### config.mk
export PLATFORM = sky130hd
export DESIGN_NAME = alu_rr_sequencer
export DESIGN_NICKNAME = d
export VERILOG_FILES = /design/src/rtl/alu_rr_sequencer.sv
export SDC_FILE = /design/constraint.sdc
export NUM_CORES = 1
export LEC_CHECK = 0
export CORE_MARGIN = 2
export CORE_UTILIZATION = 35
export CTS_CLUSTER_DIAMETER = 120
export DETAILED_ROUTE_END_ITERATION = 8
export PLACE_DENSITY = 0.7
export REMOVE_ABC_BUFFERS = 1
export SYNTH_ARGS = -nofsm -noshare
export SYNTH_HDL_FRONTEND = slang
export SYNTH_SLANG_ARGS = --single-unit
### constraint.sdc
create_clock -name i_clock -period 2.4 [get_ports i_clock]
set_input_delay 0.24 -clock i_clock [delete_from_list [all_inputs] [get_ports i_clock]]
set_output_delay 0.24 -clock i_clock [all_outputs]
set_load 0.02 [all_outputs]
### src/rtl/alu_rr_sequencer.sv
// ----------------------------------------------------------------------------
// alu_rr_sequencer
//   Steps one RV32I R-type instruction at a time through the ALU:
//   handshake -> register-file read -> operand capture -> ALU execute -> write.
//
//   Optional build macro: ALU_RR_ILLEGAL_TRAP_EN
//     defined   : illegal encodings skip the RF read, pulse o_illegal_instr
//                 during the READ cycle and return to IDLE without a write.
//     undefined : o_illegal_instr tied 0, no opcode check, unknown funct7
//                 executes on the base ALU.
//
// Ports
//   i_clock, i_reset_n              clock, async active-low reset
//   i_instr_valid/o_instr_ready     instruction handshake, i_instr word
//   o_rf_read_enable, o_rf_rs*_addr register-file read port, i_rf_rs*_data
//   o_alu_*                         ALU operands, funct3, base/extra enables
//   i_alu_result(_valid)            ALU result return
//   o_rf_write_enable, o_rf_rd_*    register-file write port
//   o_busy, o_timeout_error, o_illegal_instr  status
// ----------------------------------------------------------------------------
// state     | meaning
// S_IDLE    | ready for a new instruction
// S_READ    | RF read strobe (or illegal trap)
// S_CAPTURE | register RF data into ALU operands
// S_EXEC    | ALU enabled, waiting for result or timeout
// S_WB      | write strobe to rd (suppressed for x0)
// ----------------------------------------------------------------------------
module alu_rr_sequencer #(
  parameter int unsigned ALU_TIMEOUT = 15
) (
  input  logic        i_clock,
  input  logic        i_reset_n,
  input  logic        i_instr_valid,
  output logic        o_instr_ready,
  input  logic [31:0] i_instr,
  output logic        o_rf_read_enable,
  output logic [4:0]  o_rf_rs1_addr,
  output logic [4:0]  o_rf_rs2_addr,
  input  logic [31:0] i_rf_rs1_data,
  input  logic [31:0] i_rf_rs2_data,
  output logic [31:0] o_alu_operand_a,
  output logic [31:0] o_alu_operand_b,
  output logic [2:0]  o_alu_funct3,
  output logic        o_alu_base_enable,
  output logic        o_alu_extra_enable,
  input  logic [31:0] i_alu_result,
  input  logic        i_alu_result_valid,
  output logic        o_rf_write_enable,
  output logic [4:0]  o_rf_rd_addr,
  output logic [31:0] o_rf_rd_data,
  output logic        o_busy,
  output logic        o_timeout_error,
  output logic        o_illegal_instr
);

  typedef enum logic [2:0] {
    S_IDLE    = 3'd0,
    S_READ    = 3'd1,
    S_CAPTURE = 3'd2,
    S_EXEC    = 3'd3,
    S_WB      = 3'd4
  } state_t;

  localparam logic [7:0] TIMEOUT_CNT = 8'(ALU_TIMEOUT);

  state_t      r_state;
  logic [6:0]  r_funct7;
  logic [4:0]  r_rs2;
  logic [4:0]  r_rs1;
  logic [2:0]  r_funct3;
  logic [4:0]  r_rd;
  logic [31:0] r_operand_a;
  logic [31:0] r_operand_b;
  logic [31:0] r_rd_data;
  logic [7:0]  r_timer;
  logic        r_instr_ready;
  logic        r_rf_read_enable;
  logic        r_rf_write_enable;
  logic        r_base_enable;
  logic        r_extra_enable;
  logic        r_timeout_error;
  logic        r_illegal_instr;

  logic        w_illegal;
  logic [7:0]  w_timer_next;

  // Decode happens on the incoming word at the handshake so that the READ
  // cycle can already suppress the RF strobe.
`ifdef ALU_RR_ILLEGAL_TRAP_EN
  always_comb begin
    w_illegal = 1'b0;
    if (i_instr[6:0] != 7'h33)
      w_illegal = 1'b1;
    else if ((i_instr[31:25] != 7'h00) && (i_instr[31:25] != 7'h20))
      w_illegal = 1'b1;
    else if ((i_instr[31:25] == 7'h20) &&
             (i_instr[14:12] != 3'b000) && (i_instr[14:12] != 3'b101))
      w_illegal = 1'b1;
  end
  assign o_illegal_instr = r_illegal_instr;
`else
  logic w_unused_opcode;
  assign w_unused_opcode = ^i_instr[6:0];
  assign w_illegal       = 1'b0;
  assign o_illegal_instr = 1'b0;
`endif

  assign w_timer_next = r_timer + 8'd1;

  always_ff @(posedge i_clock or negedge i_reset_n) begin
    if (!i_reset_n) begin
      r_state           <= S_IDLE;
      r_funct7          <= '0;
      r_rs2             <= '0;
      r_rs1             <= '0;
      r_funct3          <= '0;
      r_rd              <= '0;
      r_operand_a       <= '0;
      r_operand_b       <= '0;
      r_rd_data         <= '0;
      r_timer           <= '0;
      r_instr_ready     <= 1'b1;
      r_rf_read_enable  <= 1'b0;
      r_rf_write_enable <= 1'b0;
      r_base_enable     <= 1'b0;
      r_extra_enable    <= 1'b0;
      r_timeout_error   <= 1'b0;
      r_illegal_instr   <= 1'b0;
    end else begin
      // single-cycle strobes
      r_rf_read_enable  <= 1'b0;
      r_rf_write_enable <= 1'b0;
      r_timeout_error   <= 1'b0;
      r_illegal_instr   <= 1'b0;

      case (r_state)
        S_IDLE: begin
          if (i_instr_valid) begin
            r_funct7         <= i_instr[31:25];
            r_rs2            <= i_instr[24:20];
            r_rs1            <= i_instr[19:15];
            r_funct3         <= i_instr[14:12];
            r_rd             <= i_instr[11:7];
            r_instr_ready    <= 1'b0;
            r_rf_read_enable <= ~w_illegal;
            r_illegal_instr  <= w_illegal;
            r_state          <= S_READ;
          end
        end

        S_READ: begin
          if (r_illegal_instr) begin
            r_instr_ready <= 1'b1;
            r_state       <= S_IDLE;
          end else begin
            r_state <= S_CAPTURE;
          end
        end

        S_CAPTURE: begin
          r_operand_a    <= i_rf_rs1_data;
          r_operand_b    <= i_rf_rs2_data;
          r_timer        <= '0;
          // anything other than 7'h20 runs on the base ALU
          r_extra_enable <= (r_funct7 == 7'h20);
          r_base_enable  <= (r_funct7 != 7'h20);
          r_state        <= S_EXEC;
        end

        S_EXEC: begin
          // a result arriving in the terminal cycle takes priority
          if (i_alu_result_valid) begin
            r_rd_data         <= i_alu_result;
            r_base_enable     <= 1'b0;
            r_extra_enable    <= 1'b0;
            r_rf_write_enable <= (r_rd != 5'd0);
            r_state           <= S_WB;
          end else if (w_timer_next == TIMEOUT_CNT) begin
            r_timer         <= w_timer_next;
            r_timeout_error <= 1'b1;
            r_base_enable   <= 1'b0;
            r_extra_enable  <= 1'b0;
            r_instr_ready   <= 1'b1;
            r_state         <= S_IDLE;
          end else begin
            r_timer <= w_timer_next;
          end
        end

        S_WB: begin
          r_instr_ready <= 1'b1;
          r_state       <= S_IDLE;
        end

        default: begin
          r_base_enable  <= 1'b0;
          r_extra_enable <= 1'b0;
          r_instr_ready  <= 1'b1;
          r_state        <= S_IDLE;
        end
      endcase
    end
  end

  assign o_instr_ready      = r_instr_ready;
  assign o_busy             = ~r_instr_ready;
  assign o_rf_read_enable   = r_rf_read_enable;
  assign o_rf_rs1_addr      = r_rs1;
  assign o_rf_rs2_addr      = r_rs2;
  assign o_alu_operand_a    = r_operand_a;
  assign o_alu_operand_b    = r_operand_b;
  assign o_alu_funct3       = r_funct3;
  assign o_alu_base_enable  = r_base_enable;
  assign o_alu_extra_enable = r_extra_enable;
  assign o_rf_write_enable  = r_rf_write_enable;
  assign o_rf_rd_addr       = r_rd;
  assign o_rf_rd_data       = r_rd_data;
  assign o_timeout_error    = r_timeout_error;

endmodule

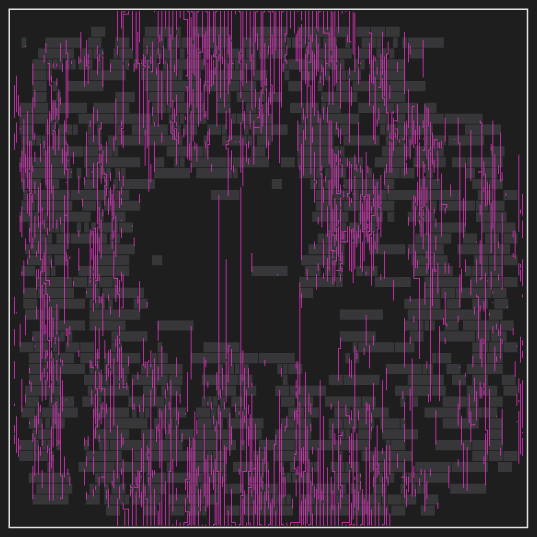
run_1/layer_met2.png
(4 px per um)
main direction: vertical
nets with wire on the layer: 785
wire length on this layer: 7,580 um

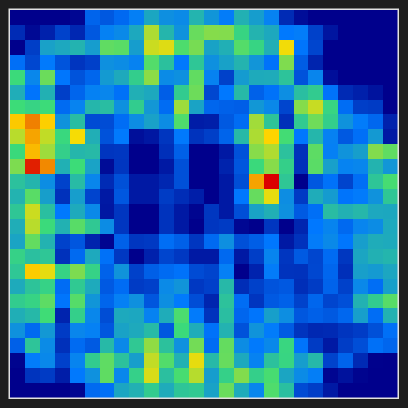
run_1/metal_density.png
(3 px per um) The die is cut into 26 by 26 equal tiles; dark blue is low, red is high, scaled to the fullest tile. Values are wire area over tile area, all layers added.
nearly empty tiles: 11%
fullest tile: 0.53
tiles over half the peak: 12%
mean over tiles: 0.15
emptiest ninth of the die: centre

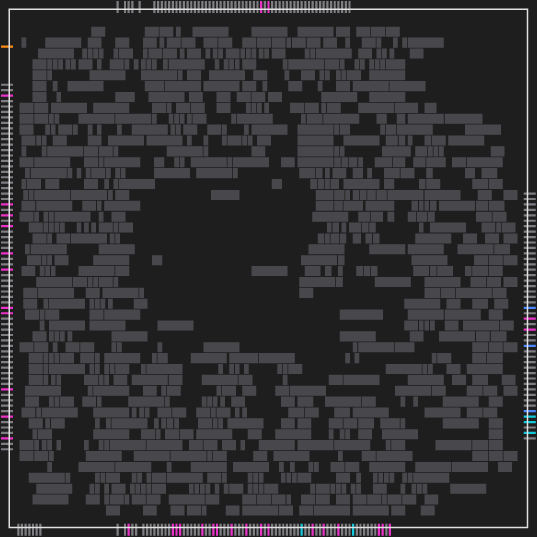
run_1/io_placement.png
(4 px per um) Pins as bars across the die edge, other pins in grey.
[orange] `o_illegal_instr` | pins: 1 | direction: output | edge: west
[magenta] `o_alu_operand_a` | pins: 32 | direction: output | edge: 17 south, 11 west, 2 east, 2 north
[cyan] `o_rf_rs2_addr` | pins: 5 | direction: output | edge: 3 east, 2 south
[blue] `o_alu_funct3` | pins: 3 | direction: output | edge: east
all pins by edge: 80 south, 69 west, 59 north, 46 east

==> results.py, run 1 <==
# Auto-generated metrics
metrics = {
    "cells_and_area": {
        "mostFrequentLayoutCells": "nand2_1 (297), clkdlybuf4s50_1 (244), dfrtp_1 (137)",
        "nets": 942,
        "final_common_cell": "nand2_1",
        "drive_above_1_share_pct": 8.90,
        "logic_area_um2": 1870,
        "syn_to_final_growth_pct": 59.5,
        "n_fill_cell": 1314,
        "fin_area_um2": 8750,
        "fin_cells": 1032,
        "ff_latch_area_um2": 3450,
    },
    "place": {
        "place.gp.congestion": 0.770,
        "dp_hpwl_mm": 10.9,
        "place_area_um2": 8170,
        "dp_cells": 999,
        "port_buffers": 245,
        "preCtsSetupSlack_ns": 0.485,
    },
    "routing": {
        "wl_met1_mm": 5.95,
        "vias": 4726,
        "detail-route-antenna-nets": 0,
        "drt-initial-drc-count": 284,
        "drt_pass1_iterations": 4,
        "met3_length_mm": 1.16,
        "wl_mm": 15.0,
        "met2WireLength_mm": 7.58,
        "post_drt_via_cell_ratio": 4.58,
    },
    "setup_path": {
        "crit_path_end_kind": "flop",
        "crit_required_ns": 2.70,
        "cp_common_cell": "nand2_1",
        "path_class": "reg2reg",
        "cp.arrival_ns": 2.22,
        "worstSetupStartpointType": "flop",
        "crit_slowest_cell": "or3b_2",
        "r2r-end": "o_alu_operand_a[15]$_DFFE_PN0P_",
        "r2r_start": "r_state[1]$_DFFE_PN0P_",
    },
    "synthesis": {
        "synth-area-yosys_um2": 5490,
        "synthAoiAreaFrac_pct": 3.51,
        "topCellsByArea": "dfrtp_1 (63%), nand2_1 (20%), mux2_2 (5.1%)",
        "async_reset_ff_share_pct": 100,
        "syn_inst": 563,
        "syn_avg_cell_area_um2": 9.74,
        "ff_type": "dfrtp_1",
        "synth-simple-area-share_pct": 24.6,
        "ys_sh_mux_pct": 5.13,
        "ys_sh_xor_pct": 0.160,
        "synth-edff-count": 0,
        "synth.largest_area_cell": "dfrtp_1",
        "top_area_share_pct": 62.5,
        "synth_dominant_cell_count": "nand2_1",
        "top_cells_by_count": "nand2_1 (297), dfrtp_1 (137), mux2_2 (25), buf_2 (16), o21ai_0 (15)",
        "synth_area_um2": 5490,
        "ys_seq_share_pct": 63.0,
        "ys_cells": 563,
        "logic_family": "simple AND/OR/NAND/NOR gates",
    },
    "global_route": {
        "antenna_found_initial": 1,
        "met1_usage_pct": 21.1,
        "gr-max-usage-layer": "met2",
        "grt_max_degree": 53,
        "grt_use_total_pct": 18.6,
    },
    "floorplanning": {
        "die_w_um": 129,
        "io_pins": 254,
        "rows": 45,
        "fp-utilization_pct": 35.9,
        "die.size.y_um": 129,
    },
    "power_and_ir_drop": {
        "power_leakage_nw": 4.10,
        "power_density_nw_per_um2": 1400,
    },
    "job": {
        "maxCapViolCount": 0,
    },
    "clock_tree": {
        "cts_buffers": 17,
        "cts_tree": "built",
        "clk_pin_slew_worst_paths_ns": 0.05,
        "hold_buffers": 1,
        "cts_setup_buffers": 0,
        "clock_latency_ns": 0.41,
        "cts_max_level": 4,
        "clockBufferDepth": 2,
        "root_buffer": "clkbuf_16",
    },
    "min_path": {
        "hp-class": "in2async",
    },
    "sta": {
        "rsz0062_at_grt": "false",
        "post-route-min-period_ns": 1.92,
        "hold_violations": 0,
        "fmax_mhz": 520,
        "setup_viol": 0,
    },
    "status": {
        "status": "complete, no violations",
    },
}
run 1: through the flow:
stage / setup TNS, ns / util, % / total power [mW]
4_1_cts: 0 / 57.3 / 12.4
3_5_place_dp: 0 / 53.5 / 9.82
6_report: 0 / 57.3 / 12.2
3_3_place_gp: 0 / 53.5 / 9.64
2_1_floorplan: -143.75 / - / 6.84
5_1_grt: 0 / 57.3 / 13.0
run 1: worst max-delay path by stage:
stage / startpoint / end / slack (ns)
after floorplan: r_state[1]$_DFFE_PN0P_ / r_timer[2]$_DFFE_PN0P_ / -2.57
after detailed placement: r_state[1]$_DFFE_PN0P_ / o_alu_operand_b[1]$_DFFE_PN0P_ / 0.48
final: r_state[1]$_DFFE_PN0P_ / o_alu_operand_a[15]$_DFFE_PN0P_ / 0.48
after global placement: r_timer[0]$_DFFE_PN0P_ / r_state[0]$_DFFE_PN0P_ / 0.54
after CTS: r_state[1]$_DFFE_PN0P_ / o_alu_operand_b[1]$_DFFE_PN0P_ / 0.47
after global routing: r_state[1]$_DFFE_PN0P_ / o_alu_operand_b[1]$_DFFE_PN0P_ / 0.34
run 1: worst max-delay path, delay by kind of cell, from the launching register on:
kind,cells,cell delay [ns]
buffers and inverters,1,0.30
flip-flops,1,0.54
AND/OR/NAND/NOR,3,0.93
run 1: power by group:
part	internal (mW)	switching, mW	leakage (nW)
clock network	1.55	0.935	0.271
registers	3.41	0.633	1.71
logic	2.62	3.07	2.12
total	7.58	4.64	4.10
run 1: final cells by class:
| type | count | share of cell area, % |
|---|---|---|
| multi-input combinational | 390 | 21.3 |
| antenna | 1 | 0.0286 |
| timing repair buffer | 256 | 29.4 |
| sequential | 138 | 39.5 |
| clock buffer | 25 | 5.78 |
| clock inverter | 6 | 0.715 |
| inverter | 5 | 0.215 |
| tap | 211 | 3.02 |
run_1/layer_met3.png
(4 px per um)
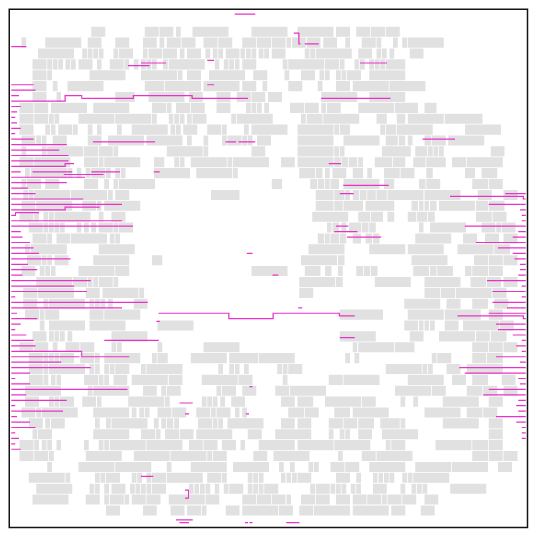

==> run 1 -> run 2 <==
Clock period 2.4 ns to 1.94 ns, I/O delays scaled along.
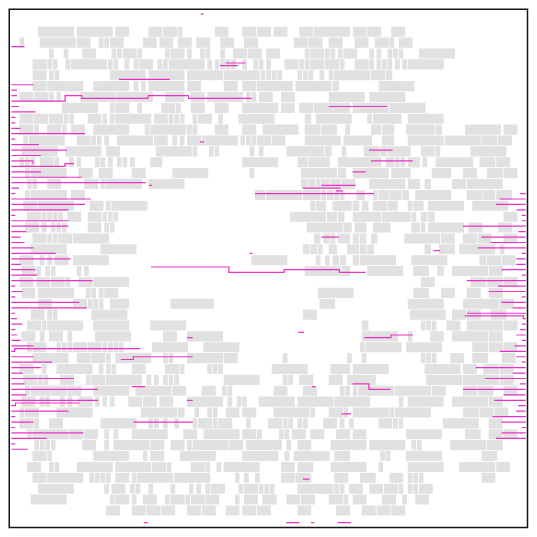
run_2/layer_met3.png
(4 px per um)
main direction: horizontal
nets with wire on the layer: 131
total number of vias: 4,722
met3 Usage GRT: 6.40%
routed wire length: 15.0 mm

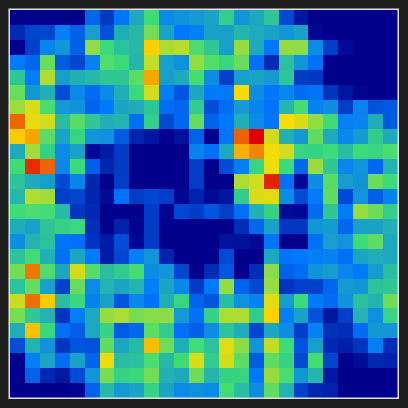
run_2/metal_density.png
(3 px per um) The die is cut into 26 by 26 equal tiles; dark blue is low, red is high, scaled to the fullest tile. Values are wire area over tile area, all layers added.
emptiest ninth of the die: centre
nearly empty tiles: 15%
fullest tile: 0.48
tiles over half the peak: 18%
mean over tiles: 0.15
Tot GR Track Use: 18.4%
wire per inst: 14.6 um

==> run 2 against run 1 <==
Net effect: clock skew grew 0.0041 ns; final cell count is essentially flat; largest cell class unchanged; worst setup slack lost 0.36 ns; sequential share of layout area shrank 0.21 points; worst hold slack lost 0.063 ns; flip-flop count is the same; count of clock-buffer cells in the layout is the same.
==> results.py, run 2 <==
# Auto-generated metrics
metrics = {
    "min_path": {
        "hp-class": "in2async",
    },
    "cells_and_area": {
        "post-route-util_pct": 57.7,
        "fin_cells": 1033,
        "syn_to_final_growth_pct": 60.4,
        "diodes": 0,
        "final_common_cell": "nand2_1",
        "drive_above_1_share_pct": 9.25,
        "nets": 943,
        "mostFrequentLayoutCells": "nand2_1 (297), clkdlybuf4s50_1 (244), dfrtp_1 (136)",
        "fin_area_um2": 8800,
    },
    "routing": {
        "routed.top_layer": "met4",
        "post-route-drc-count": 0,
        "drt_pass1_iterations": 4,
        "post_drt_via_cell_ratio": 4.57,
        "detail-route-antenna-nets": 0,
        "wl_met1_mm": 5.97,
        "drt-initial-drc-count": 232,
        "met3_length_mm": 1.10,
        "met2WireLength_mm": 7.62,
    },
    "synthesis": {
        "ff_type": "dfrtp_1",
        "yosysWarnings": 0,
        "synth-edff-count": 0,
        "ys_cells": 563,
        "synthAoiAreaFrac_pct": 3.51,
        "synth-area-yosys_um2": 5490,
        "top_cells_by_count": "nand2_1 (297), dfrtp_1 (137), mux2_2 (25), buf_2 (16), o21ai_0 (15)",
        "synth_flops": 138,
        "logic_family": "simple AND/OR/NAND/NOR gates",
        "syn_inst": 563,
        "synth_dominant_cell_count": "nand2_1",
        "synth_area_um2": 5490,
        "synth.largest_area_cell": "dfrtp_1",
        "syn_avg_cell_area_um2": 9.74,
        "top_area_share_pct": 62.5,
        "topCellsByArea": "dfrtp_1 (63%), nand2_1 (20%), mux2_2 (5.1%)",
        "async_reset_ff_share_pct": 100,
        "ys_sh_mux_pct": 5.13,
        "synth-simple-area-share_pct": 24.6,
        "adder_share_pct": 0.456,
        "ys_sh_xor_pct": 0.160,
        "yosys.cell_types.count": 43,
        "ys_seq_share_pct": 63.0,
    },
    "clock_tree": {
        "cts_resized": 0,
        "clock_latency_ns": 0.42,
        "clockBufferDepth": 2,
        "cts_setup_buffers": 0,
        "clk_pin_slew_worst_paths_ns": 0.06,
        "cts_max_level": 4,
        "hold_buffers": 1,
        "cts_tree": "built",
        "clock_sinks": 138,
        "cts_buffers": 17,
        "root_buffer": "clkbuf_16",
    },
    "setup_path": {
        "path_class": "reg2reg",
        "critPathTopFamily": "AND-OR/OR-AND gates",
        "cp.arrival_ns": 2.10,
        "crit_slowest_cell": "or4b_4",
        "slowest_delay_ns": 0.50,
        "crit_buf_inv": 0,
        "worstSetupStartpointType": "flop",
        "crit_required_ns": 2.21,
        "critPathMaxFanout": 7,
        "crit_path_end_kind": "flop",
        "path_cells": "ha_2 > a21oi_1 > or4b_4 > a211oi_4 > o221ai_1",
    },
    "sta": {
        "hold_violations": 0,
        "setup_viol": 0,
        "tns_ns": 0,
        "finalClockPeriodUsage_pct": 94.1,
        "fmax_mhz": 548,
        "finalClockSkew_ns": 0.00943,
        "worst_slack_ns": 0.114,
        "whs_ns": 0.279,
        "post-route-min-period_ns": 1.83,
        "maxSlewViolCount": 0,
        "rsz0062_at_grt": "false",
    },
    "job": {
        "maxCapViolCount": 0,
        "warnings": 33,
    },
    "place": {
        "place_area_um2": 8200,
        "dp_hpwl_mm": 10.8,
        "dp_cells": 1000,
        "port_buffers": 245,
        "place.gp.congestion": 0.789,
        "preCtsSetupSlack_ns": 0.0493,
    },
    "power_and_ir_drop": {
        "p_seq_share_pct": 32.9,
        "switching_share_pct": 37.7,
        "peakVddDrop_mv": 0.739,
        "power_density_nw_per_um2": 1740,
        "power_leakage_nw": 4.12,
        "clkPwrFrac_pct": 20.8,
        "combinationalPowerShare_pct": 46.3,
        "netSwitchingPower_mw": 5.77,
        "power_mw": 15.3,
        "internal_power_mw": 9.53,
    },
    "status": {
        "status": "complete, no violations",
    },
    "floorplanning": {
        "rows": 45,
        "die-area_um2": 16700,
        "design.core.area_um2": 15300,
        "die_w_um": 129,
        "io_pins": 254,
        "fp-utilization_pct": 35.9,
        "die.size.y_um": 129,
    },
    "global_route": {
        "grt_max_degree": 51,
        "overflow": 0,
        "grt_pass1_vias": 4855,
        "grt_pass1_wl_mm": 23.8,
        "antenna_found_initial": 0,
    },
}
[run 2: worst paths after layout]
path / from / endpoint / slack, ns / cells after the start
max: r_timer[0]$_DFFE_PN0P_ / r_state[0]$_DFFE_PN0P_ / 0.11 / 5
min: i_reset_n / r_funct7[4]$_DFFE_PN0P_ / 0.28 / 2
max reg2reg: r_timer[0]$_DFFE_PN0P_ / r_state[0]$_DFFE_PN0P_ / 0.11 / 5
min reg2reg: o_rf_rd_data[10]$_DFFE_PN0P_ / o_rf_rd_data[10]$_DFFE_PN0P_ / 0.47 / 2
max in group asynchronous: i_reset_n / o_alu_operand_b[22]$_DFFE_PN0P_ / 1.05 / 3
min in group i_clock: i_rf_rs1_data[24] / o_alu_operand_a[24]$_DFFE_PN0P_ / 0.31 / 3
[run 2: power groups by stage]
stage | Sequential [mW] | Clock [mW] | Combinational [mW]
6_report | 5.03 | 3.19 | 7.08
5_1_grt | 5.20 | 3.40 | 7.65
4_1_cts | 5.04 | 3.26 | 7.17
3_5_place_dp | 5.06 | 0 | 7.14
3_3_place_gp | 4.97 | 0 | 7.00
2_1_floorplan | 6.42 | 0 | 1.99
[run 2: area by class of cell]
| cell class | instances | area [um2] |
|---|---|---|
| Clock inverter | 7 | 88.8 |
| Fill cell | 1289 | 6460 |
| Sequential cell | 138 | 3460 |
| Tap cell | 211 | 264 |
| Inverter | 5 | 18.8 |
| Timing Repair Buffer | 257 | 2610 |
| Multi-Input combinational cell | 390 | 1870 |
| Clock buffer | 25 | 495 |
[run 2: per-layer routing]
metal / vias to the layer above / GRT usage, %
li1: 2268 / -
met1: 2268 / 21.4
met2: 162 / 30.9
met3: 24 / 6.40
met4: 0 / 7.54
met5: - / 0
==> run 2 -> run 3 <==
Settings changed: SLEW_MARGIN from default to 20.
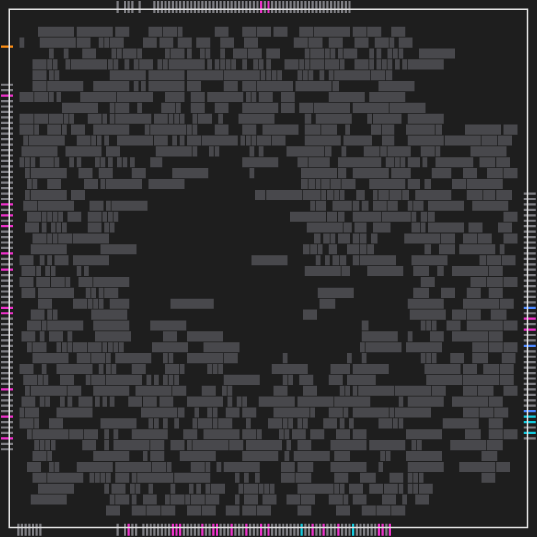
run_3/io_placement.png
(4 px per um) Pins as bars across the die edge, other pins in grey.
[orange] `o_illegal_instr` | pins: 1 | direction: output | edge: west
[cyan] `o_rf_rs2_addr` | pins: 5 | direction: output | edge: 3 east, 2 south
[blue] `o_alu_funct3` | pins: 3 | direction: output | edge: east
[magenta] `o_alu_operand_a` | pins: 32 | direction: output | edge: 17 south, 11 west, 2 east, 2 north

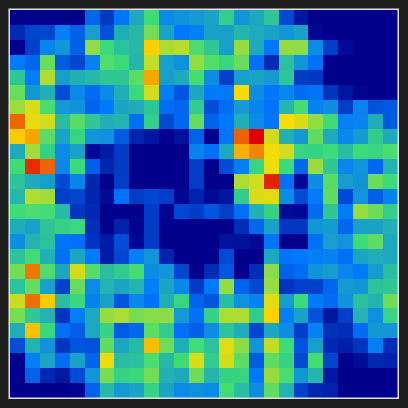
run_3/metal_density.png
(3 px per um) The die is cut into 26 by 26 equal tiles; dark blue is low, red is high, scaled to the fullest tile. Values are wire area over tile area, all layers added.
mean over tiles: 0.15
emptiest ninth of the die: centre
nearly empty tiles: 15%
tiles over half the peak: 18%

==> run 3 against run 2 <==
Net effect: total power did not move; synthesized cell count unchanged; sequential share of layout area is the same; first-iteration DRC count unchanged; design area is the same; worst setup slack did not move; register-to-register slack hardly changed; clock skew unchanged; global-route usage unchanged; combinational power about the same; critical path type unchanged; critical endpoint unchanged; largest power group unchanged.
==> results.py, run 3 <==
# Auto-generated metrics
metrics = {
    "synthesis": {
        "synth-simple-area-share_pct": 24.6,
        "ys_sh_mux_pct": 5.13,
        "synth.largest_area_cell": "dfrtp_1",
        "synth_dominant_cell_count": "nand2_1",
        "synth_area_um2": 5490,
        "yosys.cell_types.count": 43,
        "synthAoiAreaFrac_pct": 3.51,
        "yosysWarnings": 0,
        "syn_inst": 563,
        "synth-edff-count": 0,
        "ys_cells": 563,
        "top_area_share_pct": 62.5,
        "synth_flops": 138,
        "async_reset_ff_share_pct": 100,
    },
    "place": {
        "place.gp.congestion": 0.789,
        "port_buffers": 245,
        "dp_hpwl_mm": 10.8,
        "place_area_um2": 8200,
    },
    "floorplanning": {
        "die.size.y_um": 129,
        "die-area_um2": 16700,
        "fp-utilization_pct": 35.9,
        "io_pins": 254,
        "design.core.area_um2": 15300,
        "die_w_um": 129,
        "rows": 45,
    },
    "power_and_ir_drop": {
        "p_seq_share_pct": 32.9,
        "p_comb_mw": 7.08,
        "p_clk_mw": 3.19,
        "peakVddDrop_mv": 0.739,
        "power_leakage_nw": 4.12,
        "netSwitchingPower_mw": 5.77,
        "switching_share_pct": 37.7,
        "clkPwrFrac_pct": 20.8,
        "power_density_nw_per_um2": 1740,
        "pg_seq_mw": 5.03,
        "power.largest_group": "combinational logic",
    },
    "cells_and_area": {
        "mostFrequentLayoutCells": "nand2_1 (297), clkdlybuf4s50_1 (244), dfrtp_1 (136)",
        "logic_area_um2": 1870,
        "diodes": 0,
        "drive_above_1_share_pct": 9.25,
        "n_fill_cell": 1289,
        "nets": 943,
        "syn_to_final_growth_pct": 60.4,
    },
    "setup_path": {
        "path_class": "reg2reg",
        "path_cells": "ha_2 > a21oi_1 > or4b_4 > a211oi_4 > o221ai_1",
        "r2r_cells": 5,
        "cp.arrival_ns": 2.10,
        "crit_path_end_kind": "flop",
        "rrSetupSlack_ns": 0.11,
        "critPathMaxFanout": 7,
        "r2r_start": "r_timer[0]$_DFFE_PN0P_",
        "crit_slowest_cell": "or4b_4",
        "slowest_delay_ns": 0.50,
        "r2r-end": "r_state[0]$_DFFE_PN0P_",
        "crit_buf_inv": 0,
    },
    "global_route": {
        "grt_use_total_pct": 18.4,
        "grt_max_degree": 51,
        "grt_pass1_wl_mm": 23.8,
        "grt_pass1_vias": 4855,
    },
    "routing": {
        "detail-route-antenna-nets": 0,
        "wl_per_cell_um": 14.6,
        "drt-initial-drc-count": 232,
    },
    "status": {
        "status": "complete, no violations",
    },
    "clock_tree": {
        "cts_resized": 0,
        "root_buffer": "clkbuf_16",
        "clk_pin_slew_worst_paths_ns": 0.06,
        "cts_setup_buffers": 0,
        "clockBufferDepth": 2,
    },
    "sta": {
        "rsz0062_at_grt": "false",
        "post-route-min-period_ns": 1.83,
        "maxSlewViolCount": 0,
    },
    "job": {
        "warnings": 33,
    },
}
[run 3: cell counts after synthesis]
Identical to the previous run, type by type.
[run 3: layout make-up]
class                      instances  share of cell area, %
clock buffer                      25                   5.63
clock inverter                     7                   1.01
inverter                           5                  0.213
multi-input combinational        390                   21.2
sequential                       138                   39.3
tap                              211                   3.00
timing repair buffer             257                   29.6
[run 3: through the flow]
step           util (%)  worst slack, ns  instances  setup TNS (ns)  total power [mW]
3_3_place_gp       53.8            0.110       1000               0              12.0
5_1_grt            57.7           0.0453       1033               0              16.2
3_5_place_dp       53.8           0.0493       1000               0              12.2
4_1_cts            57.6           0.0166       1033               0              15.5
2_1_floorplan         -            -3.03        533         -191.90              8.41
6_report           57.7            0.114       1033               0              15.3
[run 3: layer usage]
metal | up-vias | wire length (um) | share of wire (%) | GRT usage, %
met2 | 162 | 7620 | 51 | 30.9
met1 | 2268 | 5970 | 40 | 21.4
li1 | 2268 | - | - | -
met3 | 24 | 1100 | 7.3 | 6.40
met4 | 0 | 357 | 2.4 | 7.54
met5 | - | 0 | 0 | 0
[run 3: worst max-delay path by stage]
stage                                       from                     end  slack [ns]  cells after the start
after floorplan           r_state[1]$_DFFE_PN0P_  r_timer[2]$_DFFE_PN0P_       -3.03                      4
after global placement    r_timer[0]$_DFFE_PN0P_  r_state[0]$_DFFE_PN0P_        0.11                      5
after detailed placement  r_timer[0]$_DFFE_PN0P_  r_state[0]$_DFFE_PN0P_        0.05                      5
after CTS                 r_timer[0]$_DFFE_PN0P_  r_state[0]$_DFFE_PN0P_        0.02                      5
after global routing      r_timer[0]$_DFFE_PN0P_  r_state[0]$_DFFE_PN0P_        0.05                      5
final                     r_timer[0]$_DFFE_PN0P_  r_state[0]$_DFFE_PN0P_        0.11                      5
No activity file was given, so power comes from the tool's default toggle rates.
